`config.mk`:
```
export PLATFORM = sky130hd
export DESIGN_NAME = debounce_sync_flat
export DESIGN_NICKNAME = d
export VERILOG_FILES = /design/src/rtl/debounce_sync_if.sv /design/src/rtl/debounce_sync.sv /design/src/flat_wrapper.sv
export SDC_FILE = /design/constraint.sdc
export NUM_CORES = 1
export LEC_CHECK = 0
export ABC_AREA = 1
export CAP_MARGIN = 20
export CORE_ASPECT_RATIO = 0.75
export CORE_MARGIN = 2
export CORE_UTILIZATION = 55
export DETAILED_ROUTE_END_ITERATION = 10
export GPL_TIMING_DRIVEN = 0
export PLACE_DENSITY = 0.82
export SLEW_MARGIN = 20
export SYNTH_ARGS = -nofsm -noshare
export SYNTH_HDL_FRONTEND = slang
export SYNTH_SLANG_ARGS = --single-unit
```
`constraint.sdc`:
```
create_clock -name clk -period 2.9 [get_ports clk]
set_clock_uncertainty 0.05 [all_clocks]
set_input_delay 0.58 -clock clk [delete_from_list [all_inputs] [get_ports clk]]
set_output_delay 0.58 -clock clk [all_outputs]
set_load 0.05 [all_outputs]
```
`src/rtl/debounce_sync_if.sv`:
```
// debounce_sync_if: bundles the conditioner's data-side signals.
//   sample_en : prescaler tick qualifying counter advance (master -> slave)
//   din       : raw asynchronous channel inputs              (master -> slave)
//   dout      : debounced, synchronised levels               (slave -> master)
//   rise/fall : one-cycle edge pulses per channel            (slave -> master)
//   busy      : some channel has a qualification in progress (slave -> master)
interface debounce_sync_if #(
    parameter int WIDTH = 4
) ();
    logic             sample_en;
    logic [WIDTH-1:0] din;
    logic [WIDTH-1:0] dout;
    logic [WIDTH-1:0] rise;
    logic [WIDTH-1:0] fall;
    logic             busy;

    modport master (
        output sample_en, din,
        input  dout, rise, fall, busy
    );

    modport slave (
        input  sample_en, din,
        output dout, rise, fall, busy
    );
endinterface

```
`src/rtl/debounce_sync.sv`:
```
// debounce_sync: multi-channel synchroniser + debouncer.
//   clk   : rising-edge clock
//   reset : asynchronous, active-high reset
//   bus   : debounce_sync_if slave (sample_en, din in; dout, rise, fall, busy out)
// Each channel passes through SYNC_STAGES flops, then must present a value
// different from dout on STABLE_CYCLES consecutive sample_en edges before
// dout takes it. One matching sample restarts the qualification.
module debounce_sync #(
    parameter int WIDTH         = 4,
    parameter int SYNC_STAGES   = 2,
    parameter int STABLE_CYCLES = 50000
) (
    input  logic            clk,
    input  logic            reset,
    debounce_sync_if.slave  bus
);
    localparam int            CW   = $clog2(STABLE_CYCLES + 1);
    localparam logic [CW-1:0] LAST = CW'(STABLE_CYCLES - 1);

    logic [WIDTH-1:0] sync_q [SYNC_STAGES];
    logic [WIDTH-1:0] sync_out;
    logic [CW-1:0]    cnt [WIDTH];
    logic [WIDTH-1:0] dout_q;
    logic [WIDTH-1:0] rise_q;
    logic [WIDTH-1:0] fall_q;
    logic [WIDTH-1:0] active;

    // Synchroniser chain runs every clock, independent of sample_en.
    always_ff @(posedge clk or posedge reset) begin
        if (reset) begin
            for (int unsigned s = 0; s < SYNC_STAGES; s++) begin
                sync_q[s] <= '0;
            end
        end else begin
            sync_q[0] <= bus.din;
            for (int unsigned s = 1; s < SYNC_STAGES; s++) begin
                sync_q[s] <= sync_q[s-1];
            end
        end
    end

    assign sync_out = sync_q[SYNC_STAGES-1];

    // Stability counters, debounced levels and edge pulses.
    always_ff @(posedge clk or posedge reset) begin
        if (reset) begin
            dout_q <= '0;
            rise_q <= '0;
            fall_q <= '0;
            for (int unsigned i = 0; i < WIDTH; i++) begin
                cnt[i] <= '0;
            end
        end else begin
            rise_q <= '0;
            fall_q <= '0;
            if (bus.sample_en) begin
                for (int unsigned i = 0; i < WIDTH; i++) begin
                    if (sync_out[i] == dout_q[i]) begin
                        cnt[i] <= '0;
                    end else if (cnt[i] == LAST) begin
                        dout_q[i] <= sync_out[i];
                        rise_q[i] <= sync_out[i];
                        fall_q[i] <= ~sync_out[i];
                        cnt[i]    <= '0;
                    end else begin
                        cnt[i] <= cnt[i] + 1'b1;
                    end
                end
            end
        end
    end

    always_comb begin
        active = '0;
        for (int unsigned i = 0; i < WIDTH; i++) begin
            active[i] = (cnt[i] != '0);
        end
    end

    assign bus.busy = |active;
    assign bus.dout = dout_q;
    assign bus.rise = rise_q;
    assign bus.fall = fall_q;
endmodule

```
`src/flat_wrapper.sv`:
```
// flat-port wrapper written by rule: the top's interface ports become plain ports
module debounce_sync_flat 
#(
    parameter int WIDTH         = 4,
    parameter int SYNC_STAGES   = 2,
    parameter int STABLE_CYCLES = 50000
)
  (clk, reset, bus_sample_en, bus_din, bus_dout, bus_rise, bus_fall, bus_busy);
  debounce_sync_if #(.WIDTH(WIDTH)) bus_i ();
  input  logic clk;
  input  logic reset;
  input wire logic [$bits(bus_i.sample_en)-1:0] bus_sample_en;
  input wire logic [$bits(bus_i.din)-1:0] bus_din;
  output wire logic [$bits(bus_i.dout)-1:0] bus_dout;
  output wire logic [$bits(bus_i.rise)-1:0] bus_rise;
  output wire logic [$bits(bus_i.fall)-1:0] bus_fall;
  output wire logic [$bits(bus_i.busy)-1:0] bus_busy;
  assign bus_i.sample_en = bus_sample_en;
  assign bus_i.din = bus_din;
  assign bus_dout = bus_i.dout;
  assign bus_rise = bus_i.rise;
  assign bus_fall = bus_i.fall;
  assign bus_busy = bus_i.busy;
  debounce_sync #(.WIDTH(WIDTH), .SYNC_STAGES(SYNC_STAGES), .STABLE_CYCLES(STABLE_CYCLES)) u_core (.clk(clk), .reset(reset), .bus(bus_i));
endmodule
```
Fig. 1: run 1, clock network drawn from the DEF
Scale: 4 px per micron.
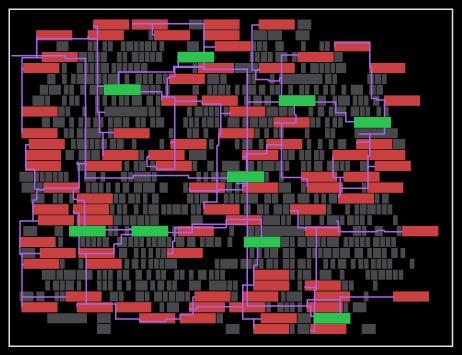
Key: purple = clock wires [length 1,110 microns]; red = flip-flops [count 84]; green = clock drivers [count 9]
There are 10 routed clock nets.

Fig. 2: run 1, the metal 3 layer
Scale: 3 px per micron. Cells faint in the background.
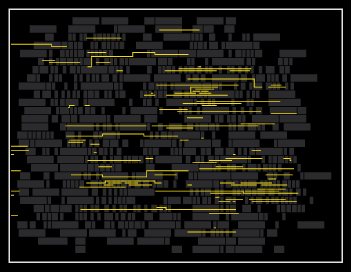
The longest straight run is 35.2 microns. The wires run mostly horizontal.

Fig. 3: run 1, the clock network
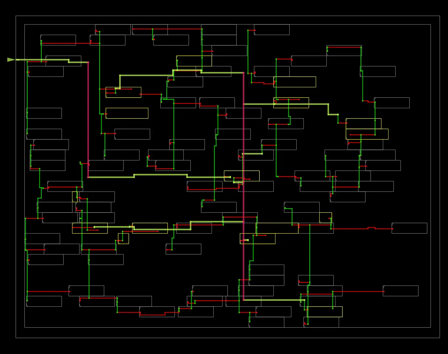
clk ins delay skew pair: 0.34 ns
clk pwr: 1.41 mW
sequential cell count: 84
# clk buffers: 10
CTS sink cnt: 84

Fig. 4: run 1, placement by cell class
Scale: 2 px per micron.
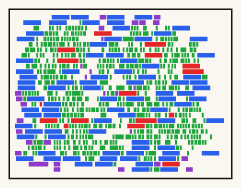
Key: blue = flops [cells 84, share of their area 40%]; purple = other buffers and delay cells [cells 29, share of their area 4.9%]; red = clock drivers and dummy loads [cells 16, share of their area 6.9%]; green = combinational and other logic [cells 532, share of their area 48%]

==> reports/metrics.csv, run 1 <==
metric,value,unit
outcome,"finished, final reports clean",
fin_hold_ws,0.301,ns
maxPowerGroup,clock,
top_area_cell,dfrtp_1,
ys_warn_count,0,
synthesis.area,0.00468,sq mm
grt_usage,26.2,%
hold_start,u_core.sync_q[7],
ys_cells,625,
warning_count,30,
rows,29,
timing.rr.start,u_core.cnt[0],
fin_setup_tns,0,ns
coreArea,0.00835,sq mm
synth_top_area_share,45.0,%
vias,4351,
antenna_found_initial,0,
cts_buffers,9,
instances_no_fill,769,
cts_hold_buf,0,
finalClockPeriodUsage,93.3,%
dp_hpwl,8.20,mm
synth_cells,625,
flop_cell,dfrtp_1,
worst_slack,0.193,ns
placed_cells,753,
synth-async-reset-ratio,100,%
cts_buffer_depth,2,
switchingPower,0.632,mW
worstPathArrival,2.08,ns
p_comb,0.187,mW
hold_viol,0,
finalInstanceArea,0.00540,sq mm
grt_max_degree,52,
chip_area,0.00926,sq mm
viasPerCell,5.66,
yosysUniqueCellTypes,25,
drtPass1Iterations,5,
max_freq,369,MHz
antenna_left,0,
fin_nets,671,
drc,0,
p_seq_share,43.5,%
place_congestion,0.974,
ys_seq_share,45.0,%
die_x,110,microns
initialDrtViolationCount,343,
worst-setup-path-type,flip-flop to primary output,
fp-utilization,56.0,%
cts_tree,done,
grt_pass1_wl,19.7,mm
root_buffer,clkbuf_16,
place_area,0.00503,sq mm
path_clk_slew,0.06,ns
die_h,83.9,microns
yosys_area,0.00468,sq mm
rsz0062_at_grt,no,
p_leak,2.44,nW
worst_setup_path_start_kind,flip-flop,
swShare,22.4,%
cts_setup_buffers,0,
layout-drive-gt1-share,4.39,%
holdPathEnd,u_core.sync_out[3],
endpoint_kind,primary output,
area_growth,15.4,%
post_cts_resized,1,
power_frac_comb,6.6,%
synthesis.nets,640,
crit_path_start,u_core.cnt[32],
min_delay_path_depth,0,
overflow,0,
reg2reg_slack,1.17,ns
drv_cap,0,
antennaDiodeCount,0,
grt_pass1_vias,4208,
slew_headroom,59.9,%
hp-class,flip-flop to flip-flop,
run 1: layout make-up:
class | count | area (sq um)
clock inverter | 6 | 136
multi-input combinational | 455 | 2240
fill | 710 | 2950
sequential | 84 | 2100
timing repair buffer | 20 | 216
clock buffer | 10 | 229
tap | 108 | 135
buffer | 9 | 42.5
inverter | 77 | 292
run 1: layer usage:
metal  global-route usage [%]  part of all wire [%]  vias to the layer above
met4                     7.73                   1.7                        0
met2                     42.3                    46                      170
met1                     35.2                    43                     2060
met3                     6.61                   8.5                       22
li1                         -                     -                     2099
met5                        0                     0                        -
run 1: critical path, cell delays in order (launching register included):
cell and delay, ns:
dfrtp_1 0.42, inv_1 0.09, ha_1 0.14, nand2_1 0.06, nor4_1 0.28, nand2_1 0.15
nor2_1 0.11, nand2_1 0.06, dlygate4sd2_1 0.42
run 1: state kept, by name, summed over array words and instances, names as in the netlist:
| signal | cells |
|---|---|
| u_core.cnt | 64 |
| u_core.sync_q | 4 |
| u_core.bus.dout | 4 |
| u_core.bus.rise | 4 |
| u_core.bus.fall | 4 |
| u_core.sync_out | 4 |
run 1: cells by family (layout without fill, tap and decap cells):
family / Yosys count / after routing / share of synthesized area [%]
AOI/OAI and AO/OA: 69 / 69 / 8.46
xor gates and xnor gates: 30 / 30 / 5.78
adders and majority gates: 8 / 8 / 2.14
buffers and inverters: 86 / 122 / 7.09
DFF: 84 / 84 / 45.0
and+or+nand+nor: 348 / 348 / 31.6
run 1: layout by cell type (no fill, tap or decap), drive strengths merged:
cell	instances
a21oi	4
a31oi	1
buf	3
bufinv	4
clkbuf	17
clkdlybuf4s50	18
clkinv	1
clkinvlp	1
dfrtp	84
dlygate4sd2	1
ha	8
inv	77
nand2	173
nand3	46
nand4	35
nor2	89
nor3	2
nor4	3
o21ai	38
o21bai	4
o22ai	22
xnor2	6
xor2	24
==> inputs of run 2 (changes only) <==
--- a/config.mk
+++ b/config.mk
@@ -10,9 +10,8 @@
 export CORE_ASPECT_RATIO = 0.75
 export CORE_MARGIN = 2
-export CORE_UTILIZATION = 55
+export CORE_UTILIZATION = 40
 export DETAILED_ROUTE_END_ITERATION = 10
 export GPL_TIMING_DRIVEN = 0
-export PLACE_DENSITY = 0.82
-export SLEW_MARGIN = 20
+export PLACE_DENSITY = 0.65
 export SYNTH_ARGS = -nofsm -noshare
 export SYNTH_HDL_FRONTEND = slang
--- a/constraint.sdc
+++ b/constraint.sdc
@@ -3,3 +3,3 @@
 set_input_delay 0.58 -clock clk [delete_from_list [all_inputs] [get_ports clk]]
 set_output_delay 0.58 -clock clk [all_outputs]
-set_load 0.05 [all_outputs]
+set_load 0.1 [all_outputs]
Fig. 5: run 2, I/O nets highlighted
Scale: 4 px per micron.
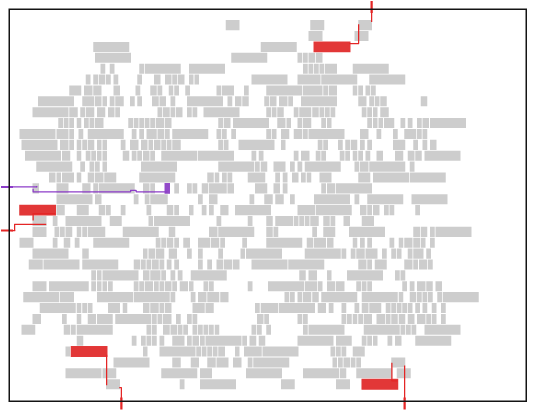
Key: purple = bus_busy [bits 1, direction output, edge west, end cells 1, buffers 1, wire 41.3 microns]; red = bus_fall [bits 4, direction output, edge 2 south, 1 north, 1 west, end cells 4, buffers 4, wire 52.0 microns]

==> run 2 against run 1 <==
Critical path depth down 3. Final cell count up 4.7%. Non-clock buffer count unchanged. Synthesized cell count unchanged. First-iteration DRC count down 21%. Clock power down 23%. Global-route usage down 6.5 points. Sequential power about the same. Via count down 3.3%. Critical path type unchanged.
==> reports/metrics.csv, run 2 <==
metric,value,unit,change
fin_nets,671,,unchanged
final_cell_mix,"nand2_1, nor2_1, dfrtp_1",,
wl_met1,5.56,mm,+10%
yosysUniqueCellTypes,25,,unchanged
dp_slack,-0.00125,ns,
root_buffer,clkbuf_16,,
initialDrtViolationCount,271,,-21%
worst_slack,0.253,ns,+0.0601 ns
avgSynthCellArea,7.48,sq um,
slew_viol_final,0,,
synth_cells,625,,unchanged
cp_top_family,simple AND/OR/NAND/NOR gates,,
max_freq,378,MHz,+2.3%
clock_sinks,84,,unchanged
met3_usage,4.79,%,-1.8 points
top_area_cell,dfrtp_1,,
hold_viol,0,,unchanged
busiest_layer,met2,,
totalPowerFinal,2.50,mW,
drv_cap,0,,unchanged
port_buffers,19,,
edf_count,0,,
clk_latency,0.35,ns,about the same
top_layer,met4,,
outcome,"finished, final reports clean",,
grt_util_met1,27.8,%,-7.4 points
flop_cell,dfrtp_1,,
antenna_found_initial,0,,unchanged
finish.utilization,46.5,%,
grt_pass1_vias,4009,,-4.7%
route.met2.wl,5.04,mm,-6.2%
cts_buffers,9,,unchanged
overflow,0,,unchanged
dr_wl_met3,584,microns,-41%
yosys_area,0.00468,sq mm,unchanged
grt_max_degree,46,,-12%
path_clk_slew,0.07,ns,about the same
path_cells,nor4_1 > nand3_1 > nor2_1 > nand2_1 > buf_2,,
finalInstanceArea,0.00534,sq mm,-1.0%
die_x,129,microns,+17%
setup_viol,0,,
vias,4208,,-3.3%
fin_hold_ws,0.287,ns,-0.0140 ns
worst-setup-path-type,flip-flop to primary output,,
layout-drive-gt1-share,4.69,%,+0.30 points
coreArea,0.0115,sq mm,+38%
cts_tree,done,,
worstPathMaxFanout,6,,
place_congestion,0.899,,-7.7%
synthesis.area,0.00468,sq mm,unchanged
slew_headroom,35.0,%,-25 points
synth.most_common_cell,nand2_1,,
top_cells_by_area,"dfrtp_1, nand2_1, nor2_1",,
worst_slew_pin_slew,0.972,ns,
finalClockPeriodUsage,91.3,%,-2.1 points
dp_hpwl,8.21,mm,about the same
warning_count,30,,unchanged
fp-utilization,40.7,%,-15 points
drc,0,,unchanged
grt_util_met2,29.7,%,-13 points
fin_setup_tns,0,ns,unchanged
grt_pass1_wl,19.5,mm,-0.88%
place_area,0.00508,sq mm,+0.90%
worst_setup_path_start_kind,flip-flop,,
vdd_drop_max,0.355,mV,
top_register,u_core.cnt,,
endpoint_kind,primary output,,
ys_warn_count,0,,unchanged
hp-class,flip-flop to flip-flop,,
cts.htree.levels,3,,
wl,11.4,mm,
area_growth,14.2,%,
cp_slowest_cell,nor4_1,,
ys_seq_share,45.0,%,unchanged
ys_cells,625,,unchanged
antenna_left,0,,unchanged
cp.required,2.27,ns,
synth_top_area_share,45.0,%,unchanged
rows,34,,+17%
cts_setup_buffers,0,,unchanged
die_h,97.6,microns,+16%
instances_no_fill,805,,+4.7%
drtPass1Iterations,5,,unchanged
rsz0062_at_grt,no,,
synthTopCellsByCount,"nand2_1, nor2_1, dfrtp_1",,
placed_cells,789,,+4.8%
largest_reg_flops,64,,unchanged
critical_path_buf_inv_count,1,,-1
slowest_delay,0.57,ns,+0.15 ns
synth-async-reset-ratio,100,%,unchanged
fin_crit,2.65,ns,
power_density,468,mW/mm^2,
lay_top_count,nand2_1,,
ios,20,,
ys_ff,84,,
cts_buffer_depth,2,,unchanged
antennaDiodeCount,0,,unchanged
viasPerCell,5.23,,-7.6%
grt_usage,19.6,%,-6.5 points
chip_area,0.0126,sq mm,+36%
synthesis.nets,640,,unchanged
p_leak,2.40,nW,-1.3%
worstPathArrival,2.02,ns,-0.06 ns
drt-wirelength-per-cell,14.2,microns,
## run 2: cell counts after synthesis
No cell type changed its count.
## run 2: cell families (layout without fill, tap and decap cells)
| logic type | Yosys count | in the layout | synth area share (%) |
|---|---|---|---|
| and+or+nand+nor | 348 | 348 | 31.6 |
| xor gates and xnor gates | 30 | 30 | 5.78 |
| adders and majority gates | 8 | 8 | 2.14 |
| buffers and inverters | 86 | 122 | 7.09 |
| DFF | 84 | 84 | 45.0 |
| AOI/OAI and AO/OA | 69 | 69 | 8.46 |
## run 2: worst paths after layout
kind,from,to,slack [ns],depth (start not counted)
setup / recovery,u_core.cnt[23],bus_busy,0.25,5
setup reg to reg,u_core.cnt[0],u_core.cnt[1],1.19,8
max in group asynchronous,reset,u_core.cnt[39],1.61,3
min in group asynchronous,reset,u_core.sync_q[5],0.58,2
hold / removal,u_core.sync_q[6],u_core.sync_out[2],0.29,0
hold reg to reg,u_core.sync_q[6],u_core.sync_out[2],0.29,0
## run 2: cell type report
type	instances	area (sq um)
buffer	9	42.5
clock buffer	10	239
clock inverter	6	30.0
fill	1143	6150
inverter	77	292
multi-input combinational	455	2240
sequential	84	2100
tap	144	180
timing repair buffer	20	213
## run 2: power by group
| part | total [mW] | leakage, nW | switching [mW] | internal [mW] |
|---|---|---|---|---|
| combinational | 0.194 | 1.12 | 0.133 | 0.0602 |
| sequential | 1.23 | 1.15 | 0.0282 | 1.20 |
| clock | 1.08 | 0.142 | 0.484 | 0.595 |
| total | 2.50 | 2.40 | 0.646 | 1.85 |
## run 2: what timing repair did
action	4_1_cts	5_1_grt
resized	3	2
gates cloned	0	0
hold buffers	0	0
pin swaps	0	0
endpoints found under the setup margin	1	1
Power figures rest on the tool's default switching activity, not on a simulated workload.
